### src/rtl/cs_sched_pkg.sv
// Shared definitions for the 74138 chip-select scheduler.
//   NUM_REQ / SEL_W : requester count and decoder select width
//   state_e         : scheduler FSM states
//   DEC_ON/DEC_OFF  : decoder enable triplet {g1, g2a_n, g2b_n}
package cs_sched_pkg;

    localparam int unsigned NUM_REQ = 8;
    localparam int unsigned SEL_W   = 3;

    typedef enum logic [1:0] {
        StIdle,
        StSetup,
        StActive,
        StRecover
    } state_e;

    // Bit order is {g1, g2a_n, g2b_n}
    localparam logic [2:0] DEC_ON  = 3'b100;
    localparam logic [2:0] DEC_OFF = 3'b011;

endpackage

### src/rtl/rr_pick.sv
// Combinational round-robin selector.
//   req_i   : request vector
//   ptr_i   : highest-priority index for this pick
//   valid_o : at least one request present
//   idx_o   : first set request searching ptr_i upward with wrap
module rr_pick
    import cs_sched_pkg::*;
(
    input  logic [NUM_REQ-1:0] req_i,
    input  logic [SEL_W-1:0]   ptr_i,
    output logic               valid_o,
    output logic [SEL_W-1:0]   idx_o
);

    always_comb begin
        logic [SEL_W-1:0] cand;
        cand    = '0;
        valid_o = 1'b0;
        idx_o   = ptr_i;
        // Scan from the farthest offset down so the nearest hit is written last.
        for (int i = NUM_REQ - 1; i >= 0; i--) begin
            cand = ptr_i + SEL_W'(i);
            if (req_i[cand]) begin
                valid_o = 1'b1;
                idx_o   = cand;
            end
        end
    end

endmodule

### src/rtl/cs_scheduler_74138.sv
// Round-robin chip-select scheduler sharing one 74138 decoder among 8 requesters.
//   clk_i, rst_i          : clock, synchronous active-high reset
//   en_i                  : allows new grants from IDLE
//   req_i                 : per-requester request, held for the whole access
//   select_{a,b,c}_o      : decoder select lines (a = LSB)
//   g1_en_o, g2a/g2b_en_n_o : decoder enables, always switched together
//   gnt_o                 : one-hot grant, valid only while decoder enabled
//   busy_o                : scheduler not idle
//   timeout_o             : one-cycle pulse on forced release at MAX_HOLD
module cs_scheduler_74138
    import cs_sched_pkg::*;
#(
    parameter int unsigned SETUP_CYCLES   = 1,
    parameter int unsigned MAX_HOLD       = 16,
    parameter int unsigned RECOVER_CYCLES = 1,
    parameter int unsigned CNT_W          = 8
) (
    input  logic               clk_i,
    input  logic               rst_i,
    input  logic               en_i,
    input  logic [NUM_REQ-1:0] req_i,
    output logic               select_a_o,
    output logic               select_b_o,
    output logic               select_c_o,
    output logic               g1_en_o,
    output logic               g2a_en_n_o,
    output logic               g2b_en_n_o,
    output logic [NUM_REQ-1:0] gnt_o,
    output logic               busy_o,
    output logic               timeout_o
);

    // Terminal counts; only meaningful when the matching phase is enabled.
    localparam logic [CNT_W-1:0] SetupLast   = CNT_W'(SETUP_CYCLES - 1);
    localparam logic [CNT_W-1:0] HoldLast    = CNT_W'(MAX_HOLD - 1);
    localparam logic [CNT_W-1:0] RecoverLast = CNT_W'(RECOVER_CYCLES - 1);

    state_e             state_q, state_d;
    logic [CNT_W-1:0]   cnt_q, cnt_d;
    logic [SEL_W-1:0]   ptr_q, ptr_d;
    logic [SEL_W-1:0]   sel_q, sel_d;
    logic [2:0]         dec_en_q, dec_en_d;
    logic [NUM_REQ-1:0] gnt_q, gnt_d;
    logic               busy_q, busy_d;
    logic               timeout_q, timeout_d;

    logic               pick_valid;
    logic [SEL_W-1:0]   pick_idx;

    rr_pick u_rr_pick (
        .req_i   (req_i),
        .ptr_i   (ptr_q),
        .valid_o (pick_valid),
        .idx_o   (pick_idx)
    );

    always_ff @(posedge clk_i) begin
        if (rst_i) begin
            state_q   <= StIdle;
            cnt_q     <= '0;
            ptr_q     <= '0;
            sel_q     <= '0;
            dec_en_q  <= DEC_OFF;
            gnt_q     <= '0;
            busy_q    <= 1'b0;
            timeout_q <= 1'b0;
        end else begin
            state_q   <= state_d;
            cnt_q     <= cnt_d;
            ptr_q     <= ptr_d;
            sel_q     <= sel_d;
            dec_en_q  <= dec_en_d;
            gnt_q     <= gnt_d;
            busy_q    <= busy_d;
            timeout_q <= timeout_d;
        end
    end

    always_comb begin
        state_d   = state_q;
        cnt_d     = cnt_q;
        ptr_d     = ptr_q;
        sel_d     = sel_q;
        timeout_d = 1'b0;
        unique case (state_q)
            StIdle: begin
                if (en_i && pick_valid) begin
                    sel_d   = pick_idx;
                    cnt_d   = '0;
                    state_d = (SETUP_CYCLES == 0) ? StActive : StSetup;
                end
            end
            StSetup: begin
                if (cnt_q == SetupLast) begin
                    cnt_d   = '0;
                    state_d = StActive;
                end else begin
                    cnt_d = cnt_q + 1'b1;
                end
            end
            StActive: begin
                // cnt_q counts completed ACTIVE cycles before this edge.
                if (!req_i[sel_q] || cnt_q == HoldLast) begin
                    timeout_d = req_i[sel_q];
                    ptr_d     = sel_q + 1'b1;
                    cnt_d     = '0;
                    state_d   = (RECOVER_CYCLES == 0) ? StIdle : StRecover;
                end else begin
                    cnt_d = cnt_q + 1'b1;
                end
            end
            StRecover: begin
                if (cnt_q == RecoverLast) begin
                    cnt_d   = '0;
                    state_d = StIdle;
                end else begin
                    cnt_d = cnt_q + 1'b1;
                end
            end
            default: state_d = StIdle;
        endcase
    end

    // Outputs are registered from the next state so they change on the same
    // edge as the state; select lines stay frozen across SETUP and ACTIVE.
    always_comb begin
        dec_en_d = DEC_OFF;
        gnt_d    = '0;
        busy_d   = (state_d != StIdle);
        if (state_d == StActive) begin
            dec_en_d     = DEC_ON;
            gnt_d[sel_d] = 1'b1;
        end
    end

    assign select_a_o = sel_q[0];
    assign select_b_o = sel_q[1];
    assign select_c_o = sel_q[2];
    assign g1_en_o    = dec_en_q[2];
    assign g2a_en_n_o = dec_en_q[1];
    assign g2b_en_n_o = dec_en_q[0];
    assign gnt_o      = gnt_q;
    assign busy_o     = busy_q;
    assign timeout_o  = timeout_q;

endmodule

### config.mk
export PLATFORM = sky130hd
export DESIGN_NAME = cs_scheduler_74138
export DESIGN_NICKNAME = d
export VERILOG_FILES = /design/src/rtl/cs_sched_pkg.sv /design/src/rtl/rr_pick.sv /design/src/rtl/cs_scheduler_74138.sv
export SDC_FILE = /design/constraint.sdc
export NUM_CORES = 1
export LEC_CHECK = 0
export CORE_ASPECT_RATIO = 1.75
export CORE_MARGIN = 5
export CORE_UTILIZATION = 51
export CTS_BUF_LIST = sky130_fd_sc_hd__clkbuf_2
export CTS_CLUSTER_DIAMETER = 150
export DETAILED_ROUTE_END_ITERATION = 10
export HOLD_SLACK_MARGIN = 0.02
export MAX_ROUTING_LAYER = met4
export PLACE_DENSITY = 0.87
export SLEW_MARGIN = 10
export SYNTH_ARGS = -nofsm -noshare
export SYNTH_HDL_FRONTEND = slang
export SYNTH_SLANG_ARGS = --single-unit
### constraint.sdc
create_clock -name clk_i -period 2.7 [get_ports clk_i]
set_input_delay 0.405 -clock clk_i [delete_from_list [all_inputs] [get_ports clk_i]]
set_output_delay 0.405 -clock clk_i [all_outputs]
set_load 0.01 [all_outputs]
==> results_dict.tcl <==
# place-and-route summary
set metrics [dict create \
    maxPowerGroup "sequential cells" \
    cp-end-kind "register" \
    comb.multi_input.count 147 \
    dp_slack_ns -0.126 \
    gr-usage-all-layers_pct 20.8 \
    cp_slowest_cell "or4_1" \
    pwr-share-clk_pct 21.5 \
    logic_family "simple AND/OR/NAND/NOR gates" \
    path_delay_family "AND-OR/OR-AND gates" \
    r2r_setup_slack_ns 0.10 \
    port_buffers 26 \
    rows 28 \
    grt_pass1_wl_um 8060 \
    syn_inst 194 \
    die_area_um2 4920 \
    avgRoutedWirePerCell_um 16.1 \
    start_kind "register" \
    fin_tns_setup_ns 0 \
    nWellTaps 45 \
    drt_pass1_iterations 4 \
    warning_count 29 \
    seqCellArea_um2 562 \
    gp_congestion 0.936 \
    p_int_w 0.000796 \
    seqPwrFrac_pct 39.4 \
    comb-power_w 0.000454 \
    stdcell_area_um2 2410 \
    cts-buffers-inserted 3 \
    setup_ws_ns 0.104 \
    ys_cells 194 \
    p_sw_share_pct 31.4 \
    hpwl_um 3620 \
    crit_chain "inv_1 -> ha_1 -> buf_4 -> mux4_2 -> a221oi_1 -> a21oi_1 -> or4_1 -> a32o_1" \
    sh_comb_area_pct 51.0 \
    power_switching_w 0.000364 \
    coreArea_um2 3430 \
    seq_power_w 0.000457 \
    drtIter0Drc 84 \
    top_area_cell "dfxtp_1" \
    io_pins 27 \
    worstPathArrival_ns 2.89 \
    drc 0 \
    grt_max_degree 19 \
    post_cts_resized 0 \
    final_nets 260 \
    r2r-end "sel_q[2]" \
    crit_start "ptr_q[0]" \
    ff_count 28 \
    synth_warnings 0 \
    diodes 0 \
    root_buffer "clkbuf_2" \
    area_growth_pct 32.3 \
    die_w_um 55.2 \
    crit_buf_inv 2 \
    buffers 54 \
    antenna_found_initial 0 \
    p_comb_share_pct 39.1 \
    peakVddDrop_uv 271 \
    clkTransAtPathRegs_ns 0.26 \
    seq_share_pct 23.3 \
    mux_area_share_pct 19.8 \
    min_delay_path_depth 1 \
    min_to "cnt_q[7]" \
    p_clk_w 0.000249 \
    xor_share_pct 1.92 \
    leakagePower_nw 0.926 \
    crit_type "register to register" \
    endpoint "sel_q[2]" \
    grt_busiest_layer "met2" \
    fp_nets 210 \
    required_ns 2.99 \
    syn_area_per_cell_um2 9.41 \
    clock.latency.late_pin_ns 0.36 \
    drive_above_1_share_pct 25.5 \
    status "finished, final reports clean" \
    viasPerCell 5.91 \
    place_inst 284 \
    hold_path.class "register to register" \
    flop_cell "dfxtp_1" \
    ys_chip_area_um2 1830 \
    gr-total-overflow 0 \
    wl_met3_um 128 \
    setup_viol 0 \
    clockBufferDepth 2 \
    nClkBuffers 3 \
    syn_area_um2 1830 \
    wirelength_um 4650 \
    worst-path-stages 8 \
    postCtsSetupRepairBufs 0 \
    fmax_mhz 385 \
    n_all_inverters 10 \
    placement.cell_area_um2 2340 \
    met1_usage_pct 19.0 \
    synthArstFlopShare_pct 0 \
    cts.sinks 28 \
    mostFrequentLayoutCells "dfxtp_1 (27), buf_4 (27), clkdlybuf4s50_1 (26)" \
    fp_util_pct 53.2 \
    wl_met1_um 1660 \
]
[Yosys cell counts (2+ instances only)]
master	number
a21o_1	2
nor2_1	15
a21oi_1	10
nor3b_1	3
nand2b_1	7
o21ai_0	4
clkbuf_1	4
nand3_1	7
nand2_1	15
dfxtp_1	28
mux4_2	9
a311oi_1	7
and3_1	4
mux2_2	4
nand3b_1	2
a31oi_1	2
nor2b_1	3
nor3_1	6
mux2i_1	6
a211oi_1	3
inv_1	10
o211ai_1	2
ha_1	5
buf_2	3
mux2i_2	2
a211o_1	2
xor2_1	4
[registers in the layout, indices dropped and copies added, names as in the netlist]
register,count
cnt_q,8
dec_en_q,2
ptr_q,3
gnt_o,8
busy_o,1
state_q,2
sel_q,3
timeout_o,1
Routed metal per tile:
Scale: 6 px per um. The die is cut into 11 by 18 equal tiles; dark blue is low, red is high, scaled to the fullest tile. Values are wire area over tile area, all layers added.
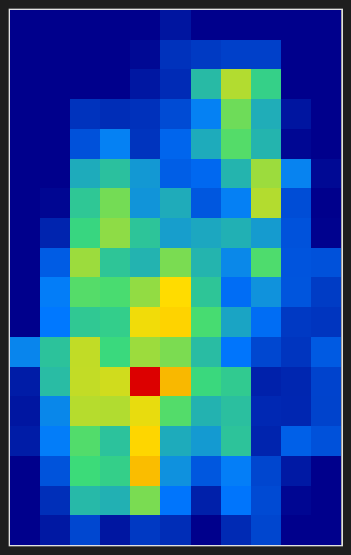
densest ninth of the die: center
mean over tiles: 0.15
emptiest ninth of the die: upper left
tiles over half the peak: 16%
nearly empty tiles: 25%

Routing congestion map:
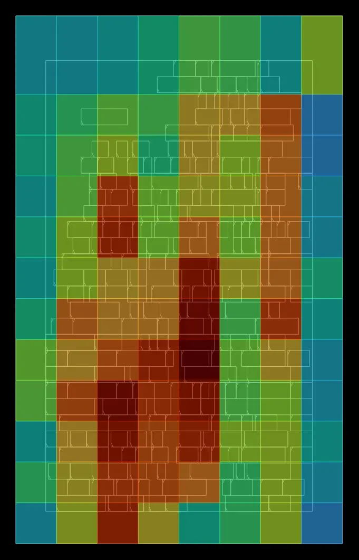
fin util: 70.3%
met2 Usage GRT: 42.2%

Met3 routing:
Scale: 6 px per um.
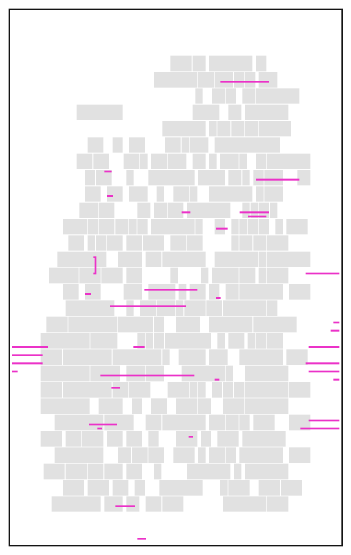
longest straight run: 15.4 um
nets with wire on the layer: 26
wire length on this layer: 129 um

Pin placement:
Scale: 6 px per um. Pins as bars across the die edge, other pins in gray.
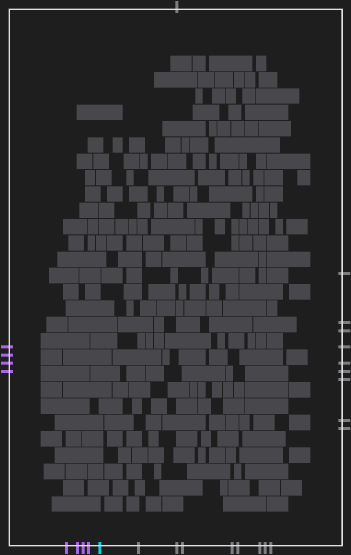
| color | port | pins | direction | edge |
|---|---|---|---|---|
| cyan | select_b_o | 1 | output | bottom |
| purple | req_i | 8 | input | 4 left, 4 bottom |
all pins by edge: 13 bottom, 9 right, 4 left, 1 top

Power figures rest on the tool's default switching activity, not on a simulated workload.
